[src/rtl/apb_timer_slave.sv]
// APB2 zero-wait-state timer peripheral: prescaled 32-bit down-counter,
// one-shot/periodic modes, W1C status and level interrupt.
module apb_timer_slave #(
  parameter int CNT_W   = 32,
  parameter int PRESC_W = 8
) (
  input  logic        BCLK,
  input  logic        BRESETn,
  input  logic        PSEL,
  input  logic        PENABLE,
  input  logic        PWRITE,
  input  logic [31:0] PADDR,
  input  logic [31:0] PWDATA,
  output logic [31:0] PRDATA,
  output logic        TIMER_IRQ
);

  typedef enum logic [1:0] {ST_IDLE, ST_SETUP, ST_ACCESS} apb_state_e;

  localparam logic [2:0] A_CTRL     = 3'd0;
  localparam logic [2:0] A_LOAD     = 3'd1;
  localparam logic [2:0] A_VALUE    = 3'd2;
  localparam logic [2:0] A_STATUS   = 3'd3;
  localparam logic [2:0] A_PRESCALE = 3'd4;

  apb_state_e         state_q, state_d;
  logic [2:0]         ctrl_q, ctrl_d;
  logic [CNT_W-1:0]   load_q, load_d;
  logic [CNT_W-1:0]   value_q, value_d;
  logic               int_q, int_d;
  logic [PRESC_W-1:0] presc_q, presc_d;
  logic [PRESC_W-1:0] pcnt_q, pcnt_d;

  logic [2:0] reg_sel;
  logic       wr_en;
  logic       rd_en;
  logic       tick;
  logic       unused_addr;

  assign reg_sel     = PADDR[4:2];
  assign unused_addr = ^{PADDR[31:5], PADDR[1:0]};

  // Only the first cycle of PSEL&PENABLE following a setup phase is a real access.
  assign wr_en = PSEL && PENABLE && PWRITE && (state_q == ST_SETUP);
  assign rd_en = PSEL && !PWRITE && (!PENABLE || (state_q == ST_SETUP));
  assign tick  = ctrl_q[0] && (pcnt_q == presc_q);

  always_comb begin
    state_d = ST_IDLE;
    if (PSEL && !PENABLE) begin
      state_d = ST_SETUP;
    end else if (PSEL && PENABLE && (state_q == ST_SETUP)) begin
      state_d = ST_ACCESS;
    end
  end

  always_comb begin
    ctrl_d  = ctrl_q;
    load_d  = load_q;
    value_d = value_q;
    int_d   = int_q;
    presc_d = presc_q;
    pcnt_d  = pcnt_q;

    if (!ctrl_q[0] || tick) begin
      pcnt_d = '0;
    end else begin
      pcnt_d = pcnt_q + PRESC_W'(1);
    end

    if (tick) begin
      if (value_q != '0) begin
        value_d = value_q - CNT_W'(1);
      end else if (ctrl_q[1]) begin
        value_d = load_q;
      end else begin
        ctrl_d[0] = 1'b0;
      end
    end

    // Bus writes are applied after the counter update so they take priority.
    if (wr_en) begin
      unique case (reg_sel)
        A_CTRL: begin
          ctrl_d = PWDATA[2:0];
          if (!(ctrl_q[0] && PWDATA[0])) begin
            pcnt_d = '0;
          end
        end
        A_LOAD: begin
          load_d  = PWDATA[CNT_W-1:0];
          value_d = PWDATA[CNT_W-1:0];
          pcnt_d  = '0;
        end
        A_STATUS: begin
          if (PWDATA[0]) begin
            int_d = 1'b0;
          end
        end
        A_PRESCALE: presc_d = PWDATA[PRESC_W-1:0];
        default: ;
      endcase
    end

    if (tick && (value_q == '0)) begin
      int_d = 1'b1;
    end
  end

  always_ff @(posedge BCLK or negedge BRESETn) begin
    if (!BRESETn) begin
      state_q <= ST_IDLE;
      ctrl_q  <= '0;
      load_q  <= '0;
      value_q <= '0;
      int_q   <= 1'b0;
      presc_q <= '0;
      pcnt_q  <= '0;
    end else begin
      state_q <= state_d;
      ctrl_q  <= ctrl_d;
      load_q  <= load_d;
      value_q <= value_d;
      int_q   <= int_d;
      presc_q <= presc_d;
      pcnt_q  <= pcnt_d;
    end
  end

  always_comb begin
    PRDATA = '0;
    if (rd_en) begin
      unique case (reg_sel)
        A_CTRL:     PRDATA = 32'(ctrl_q);
        A_LOAD:     PRDATA = 32'(load_q);
        A_VALUE:    PRDATA = 32'(value_q);
        A_STATUS:   PRDATA = 32'(int_q);
        A_PRESCALE: PRDATA = 32'(presc_q);
        default:    PRDATA = '0;
      endcase
    end
  end

  assign TIMER_IRQ = int_q && ctrl_q[2];

endmodule
[config.mk]
export PLATFORM = sky130hd
export DESIGN_NAME = apb_timer_slave
export DESIGN_NICKNAME = d
export VERILOG_FILES = /design/src/rtl/apb_timer_slave.sv
export SDC_FILE = /design/constraint.sdc
export NUM_CORES = 1
export LEC_CHECK = 0
export ABC_AREA = 1
export CORE_ASPECT_RATIO = 0.7
export CORE_UTILIZATION = 25
export CTS_CLUSTER_SIZE = 14
export DETAILED_ROUTE_END_ITERATION = 10
export GPL_ROUTABILITY_DRIVEN = 0
export PLACE_DENSITY = 0.56
export SLEW_MARGIN = 20
export SYNTH_ARGS = -nofsm -noshare
export SYNTH_HDL_FRONTEND = slang
export SYNTH_SLANG_ARGS = --single-unit
[constraint.sdc]
create_clock -name BCLK -period 2.2 [get_ports BCLK]
set_input_delay 0.44 -clock BCLK [delete_from_list [all_inputs] [get_ports BCLK]]
set_output_delay 0.44 -clock BCLK [all_outputs]
set_load 0.005 [all_outputs]
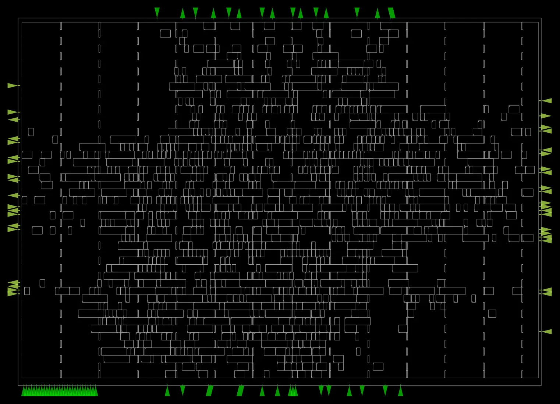
**Above:** cell outlines without signal wires.
sequential cell area share: 26.6%
Core Rows: 47
Fillers: 2,574
number of cells in the finished layout apart from fillers: 1,400

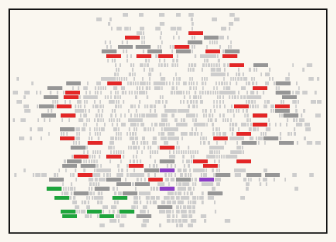
**Above:** sequential cells colored by netlist name.
Other sequential cells in the stronger gray, the rest of the logic in the fainter gray.
| name in the netlist | color | placed flops |
|---|---|---|
| `value_q` | red | 32 |
| `ctrl_q` | purple | 3 |
| `pcnt_q` | green | 8 |
not colored: 43

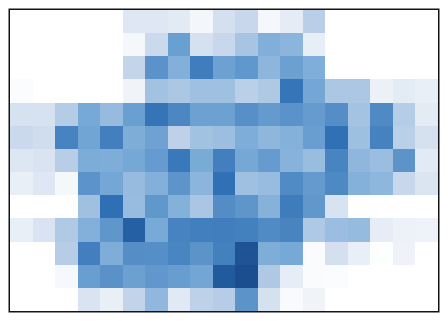
**Above:** placement density heat map.
The die is cut into 19 by 13 equal tiles; white is low, dark blue is high, 0 to 100% covered.
tiles over 75% full: 1.6%
mean over tiles: 31%
nearly empty tiles: 25%
fullest tile: 88%
starting density of the core: 25.5%
Core Util, Final: 34.1%
Core Box Area: 23,700 um2

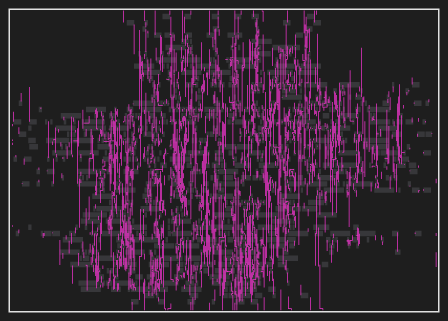
**Above:** the metal 2 layer.
nets with wire on the layer: 823
longest straight run: 56.8 um
share of all routed wire: 39%
wire length on this layer: 7,730 um

==> results.txt <==
Quick summary of the implementation run below.

The met3 demand-to-capacity share in global routing came out at 3.03%. The largest fanout on the critical path came out at 4. By count the netlist is led by 468 x nand2_1, 86 x dfrtp_1, 73 x nor2_1. STA lists the startpoint of the worst register-to-register path as value_q[0].

The worst path setup slack after routing came out at 0.0697 ns. The number of flops mapped to enable cells by yosys is 0. Yosys reports a chip area of 6040 um2.

The tightest hold path in the finished design has a slack of 0.0543 ns. The instance area at placement came out at 7540 um2. The layout report lists the clock-cell share of area as 3.61%. The number of signal-net inverters in the final layout came out at 78. The number of hold buffers added after CTS came out at 0.

The buffer count excluding the clock tree in the final layout came out at 141. The leftover overflow at the end of global routing came out at 0. The proportion of synthesized flip-flops having asynchronous set or reset came out at 100%. The growth of design area from synthesis to finish came out at 33.8%. The largest combinational cell category by area is simple AND/OR/NAND/NOR gates.

The relative slew slack is 62.4%. The flow ran to the end, and the final reports show no timing, DRC or antenna violations. The critical path is of the reg -> out type.

Per the repair_timing log after CTS, setup buffers inserted total 8. The end point of the critical path is PRDATA[5]. The register area share after synthesis is 35.6%.

Summed over all nets, the switching power comes to 0.00202 W. The number of sequential cells reported for the layout is 86. For this design the static power due to leakage is 4.20 nW.

Counting distinct cell types in the post-synthesis netlist gives 34. The internal portion of the total power is 0.00319 W. The met2 routing resource usage after global routing is 22.3%. Summing all multiplexer cells gives an area fraction of 0.373%. The clock tree root driver cell is clkbuf_16. The horizontal die dimension reported for this design is 188 um. Setup repair after global routing could not meet its margin everywhere. The power consumed by combinational cells came out at 0.00188 W.

STA classifies the critical path startpoint as a register. The post-cts sizing count came out at 115. The biggest slice of the total power is consumed by combinational cells. The script logs the mean routed wire length per placed instance as 14.2 um. Ranking logic cells in the layout by count gives the top entries 465 x nand2_1, 86 x dfrtp_1, 68 x nor2_1. The final tally of max-slew violations is 0.
Power is estimated from default activity; no workload was simulated.
